Figure 1. Clock routing (run 1).
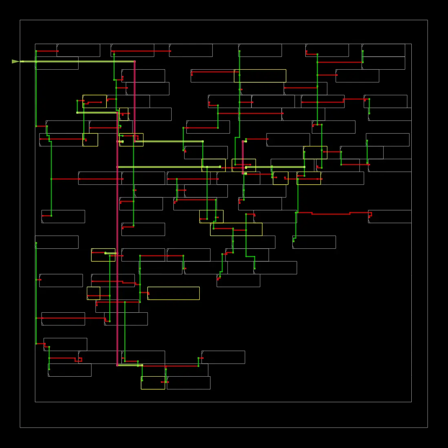
Figure 2. Logic cells by family (run 1).
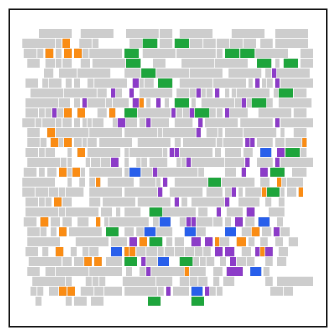
Figure 3. Met2 routing (run 1).
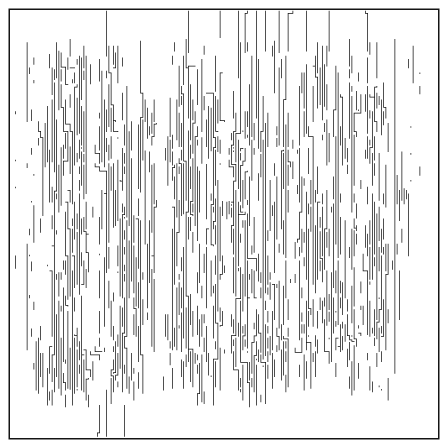
### src/rtl/fixed_point_root.sv
// Sequential restoring square root of a Q10.10 radicand, one root bit per clock, Q5.10 result.
// Optional macro ROOT_ROUND_EN: round-to-nearest (saturating) instead of truncation.
module fixed_point_root #(
  parameter  int IN_W   = 20,
  parameter  int EXT    = 10,
  localparam int ROOT_W = (IN_W + EXT) / 2
) (
  input  logic              clk,
  input  logic              rst_n,
  input  logic              in_valid,
  input  logic [IN_W-1:0]   in_data,
  output logic              out_valid,
  output logic [ROOT_W-1:0] out_data,
  output logic              busy
);

  // IN_W+EXT must be even so the radicand splits into whole bit pairs.
  localparam int RAD_W = IN_W + EXT;
  localparam int REM_W = ROOT_W + 2;
  localparam int CNT_W = $clog2(ROOT_W + 1);

  typedef enum logic [1:0] {
    IDLE = 2'd0,
    CALC = 2'd1,
    OUT  = 2'd2,
    HOLD = 2'd3
  } state_t;

  state_t             state_reg, state_next;
  logic [RAD_W-1:0]   rad_reg;
  logic [REM_W-1:0]   rem_reg;
  logic [ROOT_W-1:0]  root_reg;
  logic [CNT_W-1:0]   cnt_reg;
  logic               out_valid_reg;
  logic [ROOT_W-1:0]  out_data_reg;

  logic               load;
  logic               iterate;
  logic               finish;
  logic [REM_W-1:0]   rem_shift;
  logic [REM_W-1:0]   trial;
  logic               take;
  logic [REM_W-1:0]   rem_iter;
  logic [ROOT_W-1:0]  root_iter;
  logic [ROOT_W-1:0]  root_final;
  logic               last_iter;

  // Top two bits of rem are always zero before the shift, so dropping them is lossless.
  always_comb begin
    rem_shift = {rem_reg[ROOT_W-1:0], rad_reg[RAD_W-1 -: 2]};
    trial     = {root_reg, 2'b01};
    take      = (rem_shift >= trial);
    rem_iter  = take ? (rem_shift - trial) : rem_shift;
    root_iter = {root_reg[ROOT_W-2:0], take};
    last_iter = (cnt_reg == CNT_W'(ROOT_W - 1));
  end

`ifdef ROOT_ROUND_EN
  // rem > root means x >= (root+0.5)^2; an all-ones root saturates instead of wrapping.
  always_comb begin
    root_final = root_iter;
    if ((rem_iter > {2'b00, root_iter}) && !(&root_iter))
      root_final = root_iter + ROOT_W'(1);
  end
`else
  always_comb begin
    root_final = root_iter;
  end
`endif

  always_comb begin
    state_next = state_reg;
    load       = 1'b0;
    iterate    = 1'b0;
    finish     = 1'b0;
    case (state_reg)
      IDLE: begin
        if (in_valid) begin
          load       = 1'b1;
          state_next = CALC;
        end
      end
      CALC: begin
        iterate = 1'b1;
        if (last_iter) begin
          finish     = 1'b1;
          state_next = OUT;
        end
      end
      OUT: begin
        state_next = in_valid ? HOLD : IDLE;
      end
      HOLD: begin
        if (!in_valid)
          state_next = IDLE;
      end
      default: state_next = IDLE;
    endcase
  end

  always_ff @(posedge clk or negedge rst_n) begin
    if (!rst_n) begin
      state_reg     <= IDLE;
      rad_reg       <= '0;
      rem_reg       <= '0;
      root_reg      <= '0;
      cnt_reg       <= '0;
      out_valid_reg <= 1'b0;
      out_data_reg  <= '0;
    end else begin
      state_reg     <= state_next;
      out_valid_reg <= finish;
      if (load) begin
        rad_reg  <= {in_data, {EXT{1'b0}}};
        rem_reg  <= '0;
        root_reg <= '0;
        cnt_reg  <= '0;
      end else if (iterate) begin
        rad_reg  <= {rad_reg[RAD_W-3:0], 2'b00};
        rem_reg  <= rem_iter;
        root_reg <= root_iter;
        cnt_reg  <= cnt_reg + CNT_W'(1);
      end
      if (finish)
        out_data_reg <= root_final;
    end
  end

  assign out_valid = out_valid_reg;
  assign out_data  = out_data_reg;
  assign busy      = (state_reg != IDLE);

endmodule
### config.mk
export PLATFORM = sky130hd
export DESIGN_NAME = fixed_point_root
export DESIGN_NICKNAME = d
export VERILOG_FILES = /design/src/rtl/fixed_point_root.sv
export SDC_FILE = /design/constraint.sdc
export NUM_CORES = 1
export LEC_CHECK = 0
export CAP_MARGIN = 30
export CORE_MARGIN = 3
export CORE_UTILIZATION = 62
export DETAILED_ROUTE_END_ITERATION = 8
export GPL_TIMING_DRIVEN = 0
export PLACE_DENSITY_LB_ADDON = 0.1
export SYNTH_ARGS = -nofsm -noshare
export SYNTH_HDL_FRONTEND = slang
export SYNTH_SLANG_ARGS = --single-unit
### constraint.sdc
create_clock -name clk -period 3.45 [get_ports clk]
set_input_delay 0.69 -clock clk [delete_from_list [all_inputs] [get_ports clk]]
set_output_delay 0.69 -clock clk [all_outputs]
set_load 0.01 [all_outputs]
==> summary.rpt, run 1 <==
=== SYNTHESIS / PLACE & ROUTE SUMMARY ===
----------------------------------------------------
[Outcome]
  Outcome ........................ complete, no violations

[Critical path]
  Critical Path Most Common Cell ........................ sky130_fd_sc_hd__clkbuf_1
  Required time reported for the critical path endpoint ........................ around 2.8 ns
  Crit path capture type ........................ primary output
  Cell family with most CP delay ........................ buffers and inverters
  Worst reg2reg startpoint ........................ root_reg[3]
  Library cell contributing the largest single delay on the critical path ........................ sky130_fd_sc_hd__clkdlybuf4s50_1

[Final timing]
  Worst max-slew margin expressed relative to the limit ........................ between 50 and 60%
  Worst Max-Slew Pin Slew ........................ approximately 0.68 ns
  Min Hold Slack ........................ between 0.2 and 0.25 ns

[Synth]
  Most instantiated cells after synthesis ........................ sky130_fd_sc_hd__dfrtp_1 (72), sky130_fd_sc_hd__o21ai_0 (48), sky130_fd_sc_hd__nand2_1 (40)
  Flip-flop and latch count after synthesis ........................ 72
  Ranking of synthesized cells by area ........................ sky130_fd_sc_hd__dfrtp_1 (45%), sky130_fd_sc_hd__o21ai_0 (6.0%), sky130_fd_sc_hd__ha_1 (5.9%)
  Portion of the post-synthesis area used by sequential elements ........................ between 40% and 50%
  Post-synthesis cell type count ........................ just over 50
  Avg Synthesized Cell Area ........................ 9.70 um2
  Mapped cell area ........................ 4040 um2
  Dominant kind of combinational cell ........................ AND-OR/OR-AND gates
  Multiplexer fraction of the synthesized cell area ........................ under 10%
  Count leader, synth ........................ sky130_fd_sc_hd__dfrtp_1

[CTS]
  Longest Clk Path Bufs ........................ 2
  Clock H-tree levels ........................ 3
  Post-cts repair resize count ........................ 0
  Number of hold buffers added after cts ........................ 0
  Root Buffer ........................ sky130_fd_sc_hd__clkbuf_8

[Placement]
  Post-placement cell area ........................ between 4000 and 5000 um2
  HPWL after detailed placement ........................ 6980 um
  Number of input and output port buffers inserted ........................ 39
  Final RePlAce weighted congestion ........................ approximately 0.85

[Global routing]
  Routing layer with the top usage in global route ........................ met2
  Initial antenna violation count ........................ 0
  Wire length of the first global-routing pass ........................ 15800 um
  Met1 track utilization from global routing ........................ 33.1%
  Total overflow reported by the global router ........................ 0
  Maximum number of pins on one net before global-route repair ........................ between 50 and 60

[Power]
  Worst voltage drop across the vdd grid ........................ 0.996 mV
  Sequential power ........................ about 1.5 mW
  Switching share of power ........................ between 40% and 50%

[Cells and area]
  Final core area utilization ........................ between 70% and 80%
  Fraction of area in registers ........................ 37.6%
  Most frequently placed logic cells in the final layout ........................ sky130_fd_sc_hd__dfrtp_1 (72), sky130_fd_sc_hd__o21ai_0 (48), sky130_fd_sc_hd__nand2_1 (40)
  MI comb area ........................ 2010 um2
  Count of inverters not on the clock network in the layout ........................ 21
  Clk cell area share ........................ slightly above 5%
  Number of inserted diodes ........................ 0
  Total of clock buffers placed in the layout ........................ 9

[Detailed routing]
  DRC violations left ........................ 0
  Routed wire length ........................ ~9500 um

[Flow run]
  Number of warning messages in the logs ........................ 28
  # Max-Cap Violations ........................ 0

[Floorplanning]
  Die H ........................ 86.7 um

----------------------------------------------------
Notes on Figure 1 above:
clock skew: 0.00560 ns
Clk. pwr: 0.804 mW

Notes on Figure 2 above:
colour	family	cells
orange	NOR gates	36
purple	NAND gates	57
blue	XOR/XNOR gates	11
green	multiplexers	26
share of cell area taken by multi-input logic gates: 42.0%
non-filler instance count after layout: 547
most instantiated logic cell after routing: sky130_fd_sc_hd__dfrtp_1

Notes on Figure 3 above:
share of all routed wire	52%
longest straight run	67.7 um
wire length on this layer	4900 um

[run 1: worst register-to-register path: stages (launching register included)]
cell	delay, ns
sky130_fd_sc_hd__dfrtp_1	0.38
sky130_fd_sc_hd__inv_1	0.10
sky130_fd_sc_hd__ha_1	0.43
sky130_fd_sc_hd__nand4_2	0.16
sky130_fd_sc_hd__o41ai_2	0.44
sky130_fd_sc_hd__nor2_1	0.17
sky130_fd_sc_hd__a31oi_2	0.17
sky130_fd_sc_hd__buf_6	0.20
sky130_fd_sc_hd__buf_12	0.16
sky130_fd_sc_hd__nand2_1	0.10
sky130_fd_sc_hd__o21ai_1	0.16
==> inputs of run 2 (changes only) <==
Settings changed: CORE_UTILIZATION 62 to 57.
Clock period 3.45 ns to 2.6 ns, I/O delays scaled along.
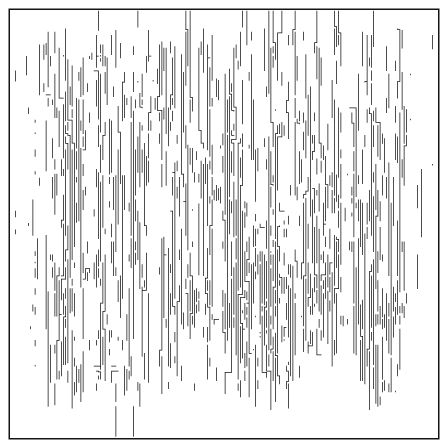
Figure 4: run 2, met2 routing.
share of all routed wire	52%
longest straight run	47.9 um
routed wire length: 9610 um
total number of vias: 3366
routing usage on met2: 43.0%

==> summary.rpt, run 2 <==
=== SYNTHESIS / PLACE & ROUTE SUMMARY ===
----------------------------------------------------
[Outcome]
  Outcome ........................ complete, no violations

[Synth]
  Most instantiated cells after synthesis ........................ sky130_fd_sc_hd__dfrtp_1 (72), sky130_fd_sc_hd__o21ai_0 (48), sky130_fd_sc_hd__nand2_1 (40)
  Multiplexer fraction of the synthesized cell area ........................ 6.94% (unchanged)
  Ranking of synthesized cells by area ........................ sky130_fd_sc_hd__dfrtp_1 (45%), sky130_fd_sc_hd__o21ai_0 (6.0%), sky130_fd_sc_hd__ha_1 (5.9%)
  Mapped cell area ........................ 4040 um2 (unchanged)
  Avg Synthesized Cell Area ........................ 9.70 um2 (unchanged)
  Flip-flop and latch count after synthesis ........................ 72 (unchanged)
  Synth Net Count ........................ around 460
  Number of cells in Yosys stat ........................ about 420
  Dominant kind of combinational cell ........................ AND-OR/OR-AND gates
  Count leader, synth ........................ sky130_fd_sc_hd__dfrtp_1
  Yosys top cell by area ........................ sky130_fd_sc_hd__dfrtp_1
  Portion of the post-synthesis area used by sequential elements ........................ 44.6% (unchanged)
  Top cell area share ........................ 44.6%

[Power]
  Sequential power ........................ 1.97 mW (+34%)
  Worst voltage drop across the vdd grid ........................ 0.594 mV (-40%)
  Switching share of power ........................ 44.2% (+1.9 points)

[Critical path]
  Required time reported for the critical path endpoint ........................ 2.83 ns (+0.07 ns)
  Worst reg2reg startpoint ........................ root_reg[1]
  Crit path capture type ........................ flip-flop
  Largest fanout of any net on the critical path ........................ 5

[CTS]
  Longest Clk Path Bufs ........................ 2 (unchanged)
  CTS tree ........................ yes
  Post-cts repair resize count ........................ 1 (+1)
  Number of hold buffers added after cts ........................ 0 (unchanged)
  Clock H-tree levels ........................ 3 (unchanged)
  Root Buffer ........................ sky130_fd_sc_hd__clkbuf_8

[Placement]
  Number of input and output port buffers inserted ........................ 39 (unchanged)
  Post-placement cell area ........................ 4570 um2 (+0.58%)
  Final RePlAce weighted congestion ........................ 0.943 (+11%)
  HPWL after detailed placement ........................ 6860 um (-1.7%)

[Flow run]
  Number of warning messages in the logs ........................ 29 (+3.6%)
  # Max-Cap Violations ........................ 0 (unchanged)

[Cells and area]
  Most frequently placed logic cells in the final layout ........................ sky130_fd_sc_hd__dfrtp_1 (72), sky130_fd_sc_hd__o21ai_0 (48), sky130_fd_sc_hd__nand2_1 (40)
  Final core area utilization ........................ 70.7% (-7.9 points)
  Number of inserted diodes ........................ 0 (unchanged)
  MI comb area ........................ 2070 um2 (+3.0%)
  Non-filler instance count after layout ........................ 569 (+4.0%)

[Detailed routing]
  DRC violations left ........................ 0 (unchanged)
  Drt wl/cell ........................ between 15 and 20 um
  Total routed wire length on the met1 layer ........................ approximately 4000 um
  Detailed Route Iter0 Violations ........................ between 150 and 200

[Global routing]
  Maximum number of pins on one net before global-route repair ........................ 53 (unchanged)
  Routing layer with the top usage in global route ........................ met2
  Initial antenna violation count ........................ 0 (unchanged)
  Total overflow reported by the global router ........................ 0 (unchanged)
  Met1 track utilization from global routing ........................ 28.6% (-4.5 points)
  Wire length of the first global-routing pass ........................ 15800 um (-0.30%)

[Final timing]
  Worst max-slew margin expressed relative to the limit ........................ 51.7% (-2.7 points)
  Worst Max-Slew Pin Slew ........................ 0.722 ns (+0.0403 ns)
  Min Hold Slack ........................ 0.0448 ns (-0.194 ns)

[Floorplanning]
  Die Size ........................ 8130 um2
  Die H ........................ 90.2 um (+4.0%)

----------------------------------------------------
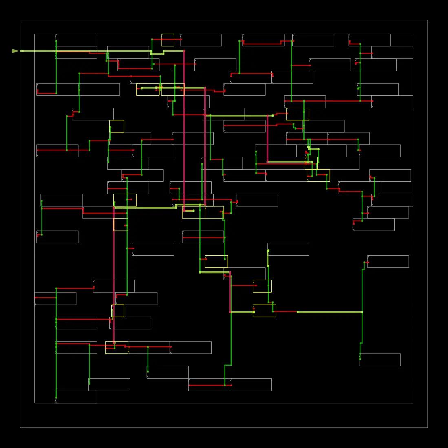
Figure 5: run 2, clock routing.
Inserted Clock Buffers: 9
total of clock buffers placed in the layout: 9
TritonCTS Sinks: 72
Clk. pwr: 0.862 mW

-- run 2: worst max-delay path, stage by stage (launching register included) --
cell and delay [ns]:
sky130_fd_sc_hd__dfrtp_1 0.40, sky130_fd_sc_hd__inv_1 0.09, sky130_fd_sc_hd__ha_1 0.37, sky130_fd_sc_hd__nand4_1 0.20, sky130_fd_sc_hd__o41ai_2 0.47, sky130_fd_sc_hd__a211oi_1 0.14
sky130_fd_sc_hd__a31oi_4 0.22, sky130_fd_sc_hd__buf_2 0.24, sky130_fd_sc_hd__mux2i_1 0.20, sky130_fd_sc_hd__o21ai_0 0.10
-- run 2: layout make-up --
class	instances	share of cell area, %
clock inverters	7	1.30
flip-flops and latches	72	37.3
well taps	96	2.49
repair buffers	42	8.86
clock buffers	9	2.57
plain buffers	26	2.98
multi-input cells	296	42.9
inverters	21	1.63
==> inputs of run 3 (changes only) <==
Settings changed: CORE_UTILIZATION 57 to 45, TNS_END_PERCENT set to 10.
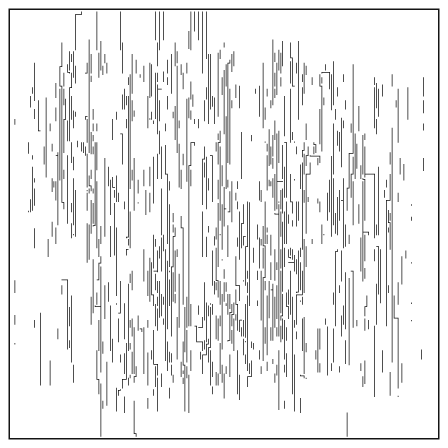
Figure 6: run 3, met2 routing.
longest straight run	55.1 um
wire length on this layer	4250 um
share of all routed wire	45%
routed wire length: 9510 um
routing usage on met2: 31.4%
total number of vias: 3232

==> summary.rpt, run 3 <==
=== SYNTHESIS / PLACE & ROUTE SUMMARY ===
----------------------------------------------------
[Synth]
  Top cell area share ........................ 44.6% (unchanged)
  Portion of the post-synthesis area used by sequential elements ........................ 44.6% (unchanged)
  Dominant kind of combinational cell ........................ AND-OR/OR-AND gates
  Ranking of synthesized cells by area ........................ sky130_fd_sc_hd__dfrtp_1 (45%), sky130_fd_sc_hd__o21ai_0 (6.0%), sky130_fd_sc_hd__ha_1 (5.9%)
  Mapped cell area ........................ 4040 um2 (unchanged)
  Avg Synthesized Cell Area ........................ 9.70 um2 (unchanged)
  Most instantiated cells after synthesis ........................ sky130_fd_sc_hd__dfrtp_1 (72), sky130_fd_sc_hd__o21ai_0 (48), sky130_fd_sc_hd__nand2_1 (40)
  Yosys top cell by area ........................ sky130_fd_sc_hd__dfrtp_1
  Flip-flop and latch count after synthesis ........................ 72 (unchanged)

[Floorplanning]
  Tap cell count ........................ 105 (+9.4%)
  Die Size ........................ 10100 um2 (+25%)
  Die H ........................ 101 um (+12%)

[Flow run]
  # Max-Cap Violations ........................ 0 (unchanged)
  Number of warning messages in the logs ........................ 28 (-3.4%)

[CTS]
  Inserted Clock Buffers ........................ 9 (unchanged)
  Number of hold buffers added after cts ........................ 0 (unchanged)
  Root Buffer ........................ sky130_fd_sc_hd__clkbuf_8
  TritonCTS Sinks ........................ 72 (unchanged)
  Clock H-tree levels ........................ 3 (unchanged)
  Longest Clk Path Bufs ........................ 2 (unchanged)
  CTS tree ........................ yes
  Post-cts repair resize count ........................ 1 (unchanged)

[Cells and area]
  Clk cell area share ........................ 4.43% (+0.57 points)
  Most frequently placed logic cells in the final layout ........................ sky130_fd_sc_hd__dfrtp_1 (72), sky130_fd_sc_hd__o21ai_0 (48), sky130_fd_sc_hd__nand2_1 (40)
  Total of clock buffers placed in the layout ........................ 11 (+2)
  Count of inverters not on the clock network in the layout ........................ 21 (unchanged)
  Buffers outside the clock class ........................ 68 (unchanged)
  Share of cell area taken by multi-input logic gates ........................ 42.1% (-0.79 points)
  Seq cells ........................ 72 (unchanged)
  Top cell class by occupied area ........................ combinational gates
  Final core area utilization ........................ 57.1% (-14 points)

[Placement]
  Number of input and output port buffers inserted ........................ 39 (unchanged)
  HPWL after detailed placement ........................ 6890 um (+0.39%)
  Post-placement cell area ........................ 4590 um2 (+0.41%)

[Global routing]
  Met1 track utilization from global routing ........................ 28.4% (-0.20 points)
  Total overflow reported by the global router ........................ 0 (unchanged)
  Wire length of the first global-routing pass ........................ 16300 um (+3.4%)

[Detailed routing]
  Total routed wire length on the met1 layer ........................ 4720 um (+17%)
  Drt wl/cell ........................ 16.4 um (-2.6%)
  Detailed Route Iter0 Violations ........................ 166 (+4.4%)

[Final timing]
  Worst Max-Slew Pin Slew ........................ 0.638 ns (-0.0834 ns)

[Critical path]
  Required time reported for the critical path endpoint ........................ 2.81 ns (-0.02 ns)
  Crit path capture type ........................ flip-flop
  Largest fanout of any net on the critical path ........................ 10 (+5)
  Maximum single-stage delay on the critical path ........................ 0.43 ns (-0.04 ns)
  Worst reg2reg startpoint ........................ root_reg[6]

[Outcome]
  Outcome ........................ complete, no violations

[Power]
  Worst voltage drop across the vdd grid ........................ 0.557 mV (-6.3%)

----------------------------------------------------
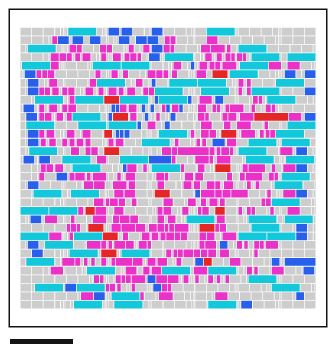
Figure 7: run 3, cell classes on the final placement.
Bar = 20 um. Fill, decap, tap and diode cells in grey.
colour	class	cells	share of their area
magenta	combinational and other logic	317	45%
red	clock drivers and dummy loads	16	4.6%
blue	other buffers and delay cells	68	12%
cyan	flops	72	38%
fraction of area in registers: 37.3%
row count: 33

-- run 3: critical path, delay by kind of cell (launching register included) --
| kind | cells | cell delay (ns) |
|---|---|---|
| AND-OR/OR-AND | 4 | 0.83 |
| buffers and inverters | 3 | 0.44 |
| flip-flops | 1 | 0.39 |
| adder cells (fa/ha/maj) | 1 | 0.27 |
| multiplexers | 1 | 0.24 |
| AND/OR/NAND/NOR | 1 | 0.17 |
-- run 3: power breakdown --
group / leakage, nW / internal, mW / total [mW] / switching, mW
Sequential: 0.929 / 1.60 / 1.93 / 0.332
Clock: 0.103 / 0.503 / 0.956 / 0.453
Combinational: 1.08 / 1.96 / 4.19 / 2.23
Total: 2.11 / 4.06 / 7.08 / 3.02
Power is estimated from default activity; no workload was simulated.
